==> config.mk <==
export PLATFORM = sky130hd
export DESIGN_NAME = hit_reaction_ctrl
export DESIGN_NICKNAME = d
export VERILOG_FILES = /design/src/rtl/hit_reaction_ctrl_pkg.sv /design/src/rtl/hit_reaction_ctrl_edge_pulse.sv /design/src/rtl/hit_reaction_ctrl.sv
export SDC_FILE = /design/constraint.sdc
export NUM_CORES = 1
export LEC_CHECK = 0
export ABC_AREA = 1
export CORE_MARGIN = 5
export CORE_UTILIZATION = 51
export DETAILED_ROUTE_END_ITERATION = 10
export GPL_TIMING_DRIVEN = 0
export HOLD_SLACK_MARGIN = 0.15
export PLACE_DENSITY = 0.77
export SLEW_MARGIN = 0
export SYNTH_ARGS = -nofsm -noshare
export SYNTH_HDL_FRONTEND = slang
export SYNTH_SLANG_ARGS = --single-unit
export TNS_END_PERCENT = 5
==> constraint.sdc <==
create_clock -name clk -period 1.96 [get_ports clk]
set_clock_uncertainty 0.05 [all_clocks]
set_input_delay 0.294 -clock clk [delete_from_list [all_inputs] [get_ports clk]]
set_output_delay 0.294 -clock clk [all_outputs]
set_load 0.01 [all_outputs]
==> src/rtl/hit_reaction_ctrl_pkg.sv <==
// ============================================================================
// Module      : hit_reaction_ctrl_pkg
// Description : Shared state encoding and default timing/health values for
//               the hit reaction controller, HUD and movement FSM.
// Revision    : 1.0 - initial release
// ============================================================================
`default_nettype none

package hit_reaction_ctrl_pkg;

    typedef enum logic [1:0] {
        IDLE      = 2'd0,
        HITSTUN   = 2'd1,
        BLOCKSTUN = 2'd2,
        KO        = 2'd3
    } state_t;

    localparam int C_MAX_HEALTH            = 3;
    localparam int C_HEALTH_W              = 3;
    localparam int C_HITSTUN_FRAMES        = 20;
    localparam int C_DIRATK_HITSTUN_FRAMES = 28;
    localparam int C_BLOCKSTUN_FRAMES      = 12;
    localparam int C_DIRATK_DAMAGE         = 2;
    localparam int C_CNT_W                 = 6;

endpackage

`default_nettype wire

==> src/rtl/hit_reaction_ctrl_edge_pulse.sv <==
// ============================================================================
// Module      : edge_pulse
// Description : 1-bit rising-edge detector; rise is high in the first cycle
//               that din is seen high after being low.
// Revision    : 1.0 - initial release
// ============================================================================
`default_nettype none

module edge_pulse (
    input  logic clk,
    input  logic rst,
    input  logic din,
    output logic rise
);

    logic r_q;

    always_ff @(posedge clk) begin
        if (rst) begin
            r_q <= 1'b0;
        end else begin
            r_q <= din;
        end
    end

    assign rise = din & ~r_q;

endmodule

`default_nettype wire

==> src/rtl/hit_reaction_ctrl.sv <==
// ============================================================================
// Module      : hit_reaction_ctrl
// Description : Per-player hit/block event handling, stun timing, health and KO.
// Revision    : 1.0 - initial release
// ============================================================================
`default_nettype none

module hit_reaction_ctrl
    import hit_reaction_ctrl_pkg::*;
#(
    parameter int MAX_HEALTH            = C_MAX_HEALTH,
    parameter int HEALTH_W              = C_HEALTH_W,
    parameter int HITSTUN_FRAMES        = C_HITSTUN_FRAMES,
    parameter int DIRATK_HITSTUN_FRAMES = C_DIRATK_HITSTUN_FRAMES,
    parameter int BLOCKSTUN_FRAMES      = C_BLOCKSTUN_FRAMES,
    parameter int DIRATK_DAMAGE         = C_DIRATK_DAMAGE,
    parameter int CNT_W                 = C_CNT_W
) (
    input  logic                clk,
    input  logic                rst,
    input  logic                frame_tick,
    input  logic                round_reset,
    input  logic                got_hit,
    input  logic                got_blocked,
    input  logic                attacker_diratk_flag,
    output logic                in_hitstun,
    output logic                in_blockstun,
    output logic                stun_active,
    output logic [HEALTH_W-1:0] health,
    output logic                ko,
    output logic                hit_pulse,
    output logic                block_pulse
);

    state_t              r_state;
    state_t              w_state_nxt;
    logic [CNT_W-1:0]    r_cnt;
    logic [CNT_W-1:0]    w_cnt_nxt;
    logic [HEALTH_W-1:0] r_health;
    logic [HEALTH_W-1:0] w_health_nxt;
    logic [HEALTH_W-1:0] w_dmg;
    logic                w_hit_rise;
    logic                w_blk_rise;
    logic                w_hit_pulse_nxt;
    logic                w_blk_pulse_nxt;
    logic                r_in_hitstun;
    logic                r_in_blockstun;
    logic                r_ko;
    logic                r_hit_pulse;
    logic                r_block_pulse;

    edge_pulse u_hit_edge (
        .clk  (clk),
        .rst  (rst),
        .din  (got_hit),
        .rise (w_hit_rise)
    );

    edge_pulse u_blk_edge (
        .clk  (clk),
        .rst  (rst),
        .din  (got_blocked),
        .rise (w_blk_rise)
    );

    assign w_dmg = attacker_diratk_flag ? HEALTH_W'(DIRATK_DAMAGE) : HEALTH_W'(1);

    always_comb begin
        w_state_nxt     = r_state;
        w_cnt_nxt       = r_cnt;
        w_health_nxt    = r_health;
        w_hit_pulse_nxt = 1'b0;
        w_blk_pulse_nxt = 1'b0;
        if (round_reset) begin
            w_state_nxt  = IDLE;
            w_cnt_nxt    = '0;
            w_health_nxt = HEALTH_W'(MAX_HEALTH);
        end else begin
            case (r_state)
                IDLE: begin
                    // A simultaneous block edge is dropped: the hit takes precedence.
                    if (w_hit_rise) begin
                        w_hit_pulse_nxt = 1'b1;
                        if (r_health > w_dmg) begin
                            w_health_nxt = r_health - w_dmg;
                            w_state_nxt  = HITSTUN;
                            w_cnt_nxt    = attacker_diratk_flag ? CNT_W'(DIRATK_HITSTUN_FRAMES)
                                                                : CNT_W'(HITSTUN_FRAMES);
                        end else begin
                            w_health_nxt = '0;
                            w_state_nxt  = KO;
                            w_cnt_nxt    = '0;
                        end
                    end else if (w_blk_rise) begin
                        w_blk_pulse_nxt = 1'b1;
                        w_state_nxt     = BLOCKSTUN;
                        w_cnt_nxt       = CNT_W'(BLOCKSTUN_FRAMES);
                    end
                end
                HITSTUN, BLOCKSTUN: begin
                    if (frame_tick) begin
                        if (r_cnt == CNT_W'(1)) begin
                            w_state_nxt = IDLE;
                            w_cnt_nxt   = '0;
                        end else begin
                            w_cnt_nxt = r_cnt - CNT_W'(1);
                        end
                    end
                end
                KO: begin
                end
                default: begin
                    w_state_nxt = IDLE;
                    w_cnt_nxt   = '0;
                end
            endcase
        end
    end

    always_ff @(posedge clk) begin
        if (rst) begin
            r_state        <= IDLE;
            r_cnt          <= '0;
            r_health       <= HEALTH_W'(MAX_HEALTH);
            r_hit_pulse    <= 1'b0;
            r_block_pulse  <= 1'b0;
            r_in_hitstun   <= 1'b0;
            r_in_blockstun <= 1'b0;
            r_ko           <= 1'b0;
        end else begin
            r_state        <= w_state_nxt;
            r_cnt          <= w_cnt_nxt;
            r_health       <= w_health_nxt;
            r_hit_pulse    <= w_hit_pulse_nxt;
            r_block_pulse  <= w_blk_pulse_nxt;
            r_in_hitstun   <= (w_state_nxt == HITSTUN);
            r_in_blockstun <= (w_state_nxt == BLOCKSTUN);
            r_ko           <= (w_state_nxt == KO);
        end
    end

    assign in_hitstun   = r_in_hitstun;
    assign in_blockstun = r_in_blockstun;
    assign stun_active  = (r_state == HITSTUN) || (r_state == BLOCKSTUN);
    assign health       = r_health;
    assign ko           = r_ko;
    assign hit_pulse    = r_hit_pulse;
    assign block_pulse  = r_block_pulse;

endmodule

`default_nettype wire

Gate families picked out:
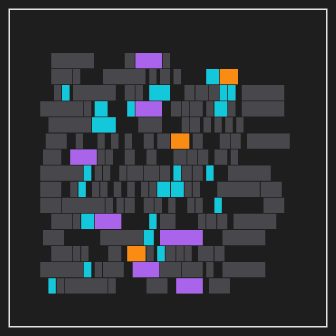
NOR gates: marked cyan, cells 22. adder and majority cells: marked purple, cells 7. XOR/XNOR gates: marked orange, cells 3.

Wires at chosen ports, followed through buffers:
The bar under the picture is 20 um long.
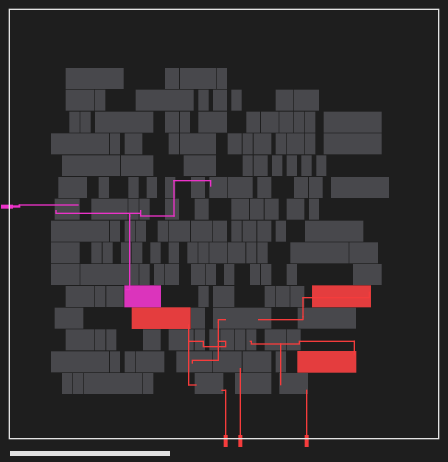
stun_active: marked magenta, direction output, end cells 1, buffers 1, wire 43.6 um. health: marked red, direction output, end cells 3, buffers 3, wire 82.6 um.

==> job_summary.md <==
### Flow metrics

| Metric | Value |
|---|---|
| Layout area overhead | 21.07% |
| Grt peak-use layer | met2 |
| CP Class | register to output pin |
| Met3 wire length | 63 um |
| First-pass GRT wire length | 3.208 mm |
| Slowest CP cell | dfxtp_1 |
| Final wirelength | 1.897 mm |
| Non-clk bufs | 15 |
| Number of flip-flops in the largest register | 6 |
| Status | finished, final reports clean |
| Syn_area_per_cell | 7.234 um^2 |
| Area occupied by multi-input gates | 509.2 um^2 |
| Worst path cell trace | inv_1 -> ha_1 -> dlygate4sd2_1 |
| R2R Path End | r_cnt[2]$_SDFFE_PP0P_ |
| Wire length on met2 | 825 um |
| Stages on worst setup path | 3 |
| Achievable Freq | 0.5789 GHz |
| Top cells by area | dfxtp_1, nand2_1, inv_1, ha_1, nand3_1 |
| Worst setup EP type | output pin |
| Tally of OpenROAD warnings | 28 |
| Initial antenna violation count | 0 |
| NumNets Final | 167 |
| Num CTS Buffers | 3 |
| R2R setup slack | 290 ps |
| Met1 usage | 18.95% |
| Fin worst setup slack | 232.5 ps |
| Clock-pin slew on the worst setup and hold paths | 100 ps |
| EDFF count, synth | 0 |
| Cell with the most instances after synthesis | nand2_1 |
| Post-cts resize count | 1 |
| CTS H-Tree Depth | 1 |
| Period minus WS final | 1728 ps |
| Mapped cell area | 962.2 um^2 |
| Unique masters post-synth | 23 |
| CTS root buffer | clkbuf_4 |
| Cell area after placement | 0.001144 mm^2 |
| Port Buffers | 15 |
| Comb pwr | 0.000221 W |
| Die ar. | 0.002855 mm^2 |
| Ant diodes | 0 |
| Slew HR | 76.58% |
| Comb gates | 91 |
| DRT Pass-1 Iters | 4 |
| Worst min path class | register to register |
| Layout cell share with drive strength beyond 1 | 11.26% |
| Sw power | 0.0002597 W |
| Overall Power | 0.0008085 W |
| Reg2reg path depth | 10 |
| Clock network power | 0.000184 W |
| Ys flop type | dfxtp_1 |
| Hold Buf Count CTS | 0 |
| Max Root-Sink Buffers | 2 |
| Pwr per Cell Area | 694.1 mW/mm^2 |
| Metal-1 WL | 983 um |
| Synth Area in Compound Gates | 7.542% |
| Io pins | 16 |
| Post-Layout Cell Count | 176 |
| YS chip area | 962.2 um^2 |
| Cell Int Power | 0.0005488 W |
| Clock Power Share | 22.8% |
| # Taps | 25 |
| Worst-Margin Slew | 350.9 ps |
| Post-route cell area | 0.001165 mm^2 |
| Synth Area in Adders | 9.883% |
| Most frequent cells in the layout | nand2_1, inv_1, dfxtp_1 |
| Logic share of the area | 43.72% |
| Final Slew Violations | 0 |
| Vias in the first global route | 783 |
| RSZ-0062 raised after global routing | false |
| Final core occ | 66.03% |
| Switching Share | 32.12% |
| Post-synthesis mux area share | 0% |
| Die W | 53.44 um |
| Syn. warnings | 0 |
| FP Rows | 15 |
| Comb power frac | 27.4% |
| Crit path DAT | 1380 ps |
| Post-DP HPWL | 1.499 mm |
| Syn Nets | 147 |
| Clock network area share | 1.933% |
| Signal inverters | 24 |
| CP Launch Point | r_state[0]$_SDFF_PP0_ |
| Most flops, register | r_cnt |
| Critical path destination | stun_active |
| Routing usage on met2 | 26.33% |
| Core area | 0.001764 mm^2 |
| Critical Path RT | 1620 ps |
| Top class by area | logic gates |
| Total gr overflow | 0 |
| Post-synth top cells | nand2_1, inv_1, dfxtp_1, nor2_1, nand3_1 |
| Post-CTS setup buffers | 0 |
| Seq share, synth | 37.45% |
| Top sig layer | met4 |
| Finish-stage setup viols | 0 |
| Placed Cells incl. Taps | 173 |
| TritonCTS clock tree | done |
| Initial DRC Count | 16 |
| Crit path buf inv count | 2 |
| Drt wl/cell | 10.78 um |
| Worst R2R Start | r_state[0]$_SDFF_PP0_ |
| Seq cells | 18 |
| Worst Hold Endpoint | r_cnt[0]$_SDFFE_PP0P_ |
| Seq pwr share | 49.9% |
| Flop+latch power | 0.000403 W |
| Chip height | 53.44 um |
| FF/Latch Area | 360.3 um^2 |
| Worst Hold Margin | 463.8 ps |
| Startpoint types | register |
| Seq/total area | 30.93% |
| Synth area leader | dfxtp_1 |
| Mapped Cells | 133 |
| Final Hold Fails | 0 |
| Family with the most delay on the worst path | flip-flops |
| Detail Route Antenna Nets | 0 |
| Simple-gate share of the synthesized area | 32.77% |
| Fp_density | 54.54% |
Power figures rest on the tool's default switching activity, not on a simulated workload.
